==> config.mk <==
export PLATFORM = sky130hd
export DESIGN_NAME = decode_stage
export DESIGN_NICKNAME = d
export VERILOG_FILES = /design/src/rtl/cpu_pkg.sv /design/src/rtl/instr_fields.sv /design/src/rtl/decode_stage.sv
export SDC_FILE = /design/constraint.sdc
export NUM_CORES = 1
export LEC_CHECK = 0
export CAP_MARGIN = 20
export CORE_ASPECT_RATIO = 1.75
export CORE_MARGIN = 3
export CORE_UTILIZATION = 31
export DETAILED_ROUTE_END_ITERATION = 12
export GPL_ROUTABILITY_DRIVEN = 0
export PLACE_DENSITY = 0.61
export SLEW_MARGIN = 20
export SYNTH_ARGS = -nofsm -noshare
export SYNTH_HDL_FRONTEND = slang
export SYNTH_SLANG_ARGS = --single-unit
==> constraint.sdc <==
create_clock -name clk -period 3 [get_ports clk]
set_clock_uncertainty 0.1 [all_clocks]
set_input_delay 0.3 -clock clk [delete_from_list [all_inputs] [get_ports clk]]
set_output_delay 0.3 -clock clk [all_outputs]
set_load 0.1 [all_outputs]
**Run 1: M1 wires**

Scale bar: 20 um. Supply wires on this layer in grey.
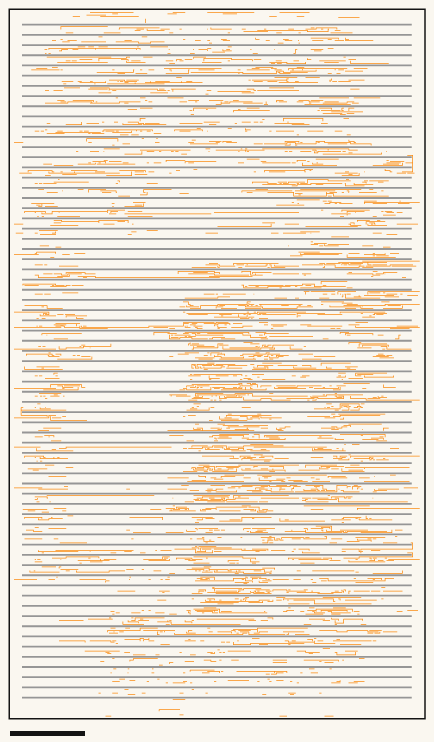
nets with wire on the layer	963
wire length on this layer	7,050 um
main direction	horizontal
wirelength, routed: 19.6 mm
DR vias: 5,842
met1 GRT Util: 18.5%

**Run 1: the metal 2 layer**

Scale bar: 20 um.
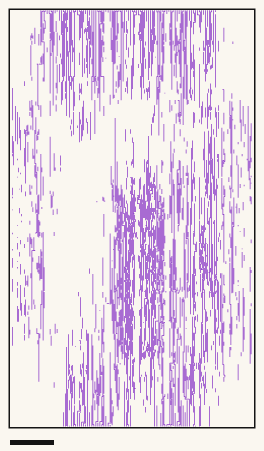
wire length on this layer	10,900 um
share of all routed wire	55%
longest straight run	51.7 um
met2 usage: 35.5%

**Run 1: metal 3**

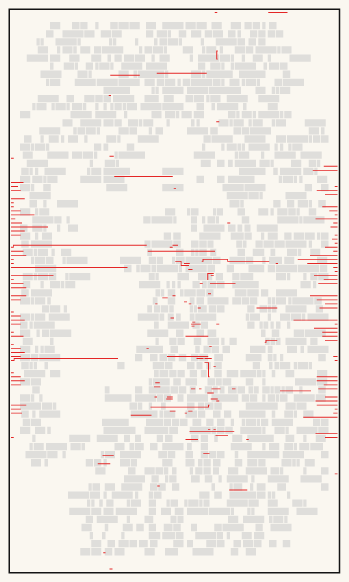
longest straight run	44.6 um
share of all routed wire	3.9%
grt met3 use: 4.61%

==> results.sh, run 1 <==
# yosys + openroad results
export IMPL_detail_route_antenna_nets=0
export IMPL_hold_depth=3
export IMPL_fillers=1808
export IMPL_port_buffers=228
export IMPL_finalSetupViolCount=0
export IMPL_run_status="complete, no violations"
export IMPL_fp_row_count=66
export IMPL_grt_setup_unrepaired="no"
export IMPL_cap_violations=0
export IMPL_p_sw_uw=1730
export IMPL_intPower_uw=3570
export IMPL_end_kind="output pin"
export IMPL_syn_nets=808
export IMPL_antenna_cells=0
export IMPL_cts_buffer_depth=2
export IMPL_htree_levels=4
export IMPL_place_hpwl_mm=15.1
export IMPL_ys_cells=697
export IMPL_critPathMaxStageDelay_ns=0.50
export IMPL_avgSynthCellArea_um2=8.50
export IMPL_wire_per_inst_um=15.9
export IMPL_grt_max_degree=62
export IMPL_worst_slack_ns=0.0817
export IMPL_die_area_um2=20900
export IMPL_required_ns=2.60
export IMPL_grt_usage_pct=18.8
export IMPL_antenna_found_initial=0
export IMPL_cts_root_buf="clkbuf_16"
export IMPL_tightest_slew_ns=0.704
export IMPL_cts_tree="built"
export IMPL_syn_area_um2=5920
-- run 1: kinds of logic after synthesis --
logic type,synth area share [%]
buffers and inverters,10.0
and+or+nand+nor,15.9
DFF,41.6
adders and majority gates,1.06
AOI/OAI and AO/OA,12.2
muxes,19.2
-- run 1: through the flow --
stage	total power, uW	instance area (um^2)	util (%)	TNS (ns)
2_1_floorplan	2670	5940	-	-0.718
3_3_place_gp	3140	8730	46.8	-48.13
3_5_place_dp	3140	8730	46.8	-47.30
4_1_cts	5360	9460	50.7	0
5_1_grt	5510	9500	50.9	0
6_report	5300	9500	50.9	0
-- run 1: power groups by stage --
stage	Combinational [uW]	Sequential, uW	Clock, uW
global placement	1360	1780	0
CTS	1380	1750	2230
finish	1380	1750	2170
detailed placement	1360	1780	0
global route	1440	1760	2310
floorplan	377	2300	0
-- run 1: repair_timing --
item                       4_1_cts  5_1_grt
buffers inserted                 6        1
cloned                           0        0
setup endpoints to repair        3       58
gates resized                   36       15
hold buffers                     0        0
pin swaps                       13        8
-- run 1: final cells by class --
| cell class | instances | area share (%) |
|---|---|---|
| multi-input cells | 439 | 31.2 |
| repair buffers | 318 | 29.9 |
| flip-flops and latches | 123 | 25.9 |
| clock buffers | 21 | 4.74 |
| inverters | 85 | 3.36 |
| well taps | 238 | 3.13 |
| clock inverters | 11 | 1.78 |
-- run 1: Yosys cell counts, drive strengths merged, types with 2 or more instances --
cell     count  area share [%]
nand3b       2            0.25
o21ai       21             1.9
clkbuf      26             1.6
mux2i      108              18
ha           5             1.1
nand2      149             9.4
a21oi        5            0.42
or3b         3            0.44
nand3       18             1.5
nand2b       4            0.42
nor3         4            0.34
dfxtp      123              42
a21o         2            0.25
nand4        2            0.21
o211ai      33             4.2
mux2         3            0.57
o311ai       3            0.44
inv         85             5.4
a31oi        2            0.21
nor2        19             1.2
or2          9            0.95
o31ai        5            0.63
buf         24             3.0
o22ai        9            0.95
a22o         8             1.2
o2111ai      5            0.74
nor2b        7            0.74
o21a         3            0.38
nor3b        3            0.38
-- run 1: tightest hold or removal path, stage by stage --
cell	delay, ns
buf_4	0.11
nand2b_1	0.08
a21oi_1	0.04
-- run 1: routing by layer --
metal | wire length [um] | global-route usage (%)
met5 | 0 | 0
met4 | 919 | 10.3
met3 | 772 | 4.61
met2 | 10900 | 35.5
met1 | 7050 | 18.5
==> run 1 -> run 2 <==
- SKIP_CTS_REPAIR_TIMING: default -> 1
**Run 2: the metal 2 layer**

Scale bar: 20 um.
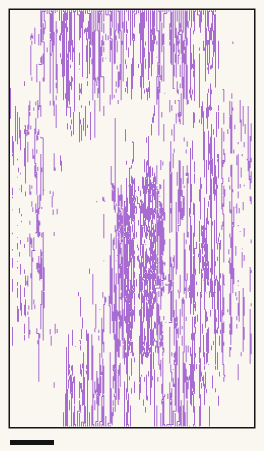
DR vias: 5,854
met2 usage: 35.3%
wirelength, routed: 19.6 mm

==> run 2 against run 1 <==
  * Sequential share of layout area barely moved
  * Global-route usage fell by 0.094 points
  * Total power shrank 0.12%
  * Highest routed layer unchanged
  * Sequential power barely moved
  * Die size is the same
  * Critical path depth is 2 higher
  * Utilization about the same
  * Largest power group unchanged
  * Non-clock buffer count did not move
  * Routed wire length is 0.22% higher
  * Fmax increased by 0.71%
  * Combinational power is essentially flat
==> results.sh, run 2 <==
# yosys + openroad results
export IMPL_run_status="complete, no violations"
export IMPL_avgSynthCellArea_um2=8.50
export IMPL_tns_ns=0
export IMPL_layout_nets=1095
export IMPL_required_ns=2.60
export IMPL_cts_tree="built"
export IMPL_cts_buffer_depth=2
export IMPL_synth_top_cell_by_count="nand2_1"
export IMPL_detail_route_antenna_nets=0
export IMPL_worst_slack_ns=0.102
export IMPL_end_kind="output pin"
export IMPL_ys_top_cells_by_count="nand2_1, dfxtp_1, mux2i_1, inv_1, o211ai_1"
export IMPL_yosysTopAreaCellShare_pct=41.6
export IMPL_antenna_found_initial=0
export IMPL_antenna_cells=0
export IMPL_fp_row_count=66
export IMPL_die_area_um2=20900
export IMPL_grt_usage_pct=18.7
export IMPL_cts_root_buf="clkbuf_16"
export IMPL_hold_depth=3
export IMPL_numCtsBuffers=17
export IMPL_port_buffers=228
export IMPL_htree_levels=4
export IMPL_ys_cells=697
export IMPL_syn_area_um2=5920
export IMPL_fin_util_pct=50.9
export IMPL_synthArstFlopShare_pct=0
export IMPL_wire_per_inst_um=15.9
export IMPL_top_area_cell="dfxtp_1"
export IMPL_syn_nets=808
export IMPL_critPathMaxStageDelay_ns=0.42
export IMPL_cap_violations=0
export IMPL_grt_max_degree=62
export IMPL_area_leaders="dfxtp_1, mux2i_1, nand2_1"
export IMPL_crit_type="primary input to output pin"
## run 2: cell counts after synthesis
Identical to the previous run, type by type.
## run 2: per-layer routing
metal / vias up / part of all wire, % / track usage [%]
met5: - / 0 / 0
met4: 0 / 4.6 / 9.86
met3: 60 / 4.2 / 4.57
met2: 194 / 56 / 35.3
met1: 2700 / 36 / 18.5
li1: 2900 / - / -
## run 2: worst max-delay path, delay by kind of cell
family | cells | cell delay, ns
and+or+nand+nor | 3 | 0.69
AOI/OAI and AO/OA | 4 | 0.69
buffers and inverters | 4 | 0.62
adders and majority gates | 1 | 0.19
## run 2: cell families (layout without fill, tap and decap cells)
kind of cell,after synthesis,after routing,synth area share (%)
AND-OR/OR-AND,102,102,12.2
adder cells (fa/ha/maj),5,5,1.06
buffers and inverters,135,435,10.0
flip-flops,123,123,41.6
multiplexers,112,112,19.2
AND/OR/NAND/NOR,220,220,15.9
## run 2: area by class of cell
type	count	area [um^2]
clock buffer	21	450
clock inverter	11	169
fill	1806	9170
inverter	85	319
multi-input combinational	439	2940
sequential	123	2460
tap	238	298
timing repair buffer	318	2860
## run 2: per-stage QoR
stage          cell area [um^2]  total power [uW]  hold slack, ns
2_1_floorplan              5940              2670           0.332
3_3_place_gp               8730              3140           0.344
6_report                   9500              5290          0.0701
3_5_place_dp               8730              3140           0.351
4_1_cts                    9350              5340          0.0594
5_1_grt                    9500              5500          0.0775
## run 2: where the power goes
part	total [uW]	switching, uW	leakage (uW)	internal (uW)
logic	1370	926	0.00358	447
registers	1750	38.5	0.00100	1710
clock network	2170	759	0.000301	1410
Power figures rest on the tool's default switching activity, not on a simulated workload.
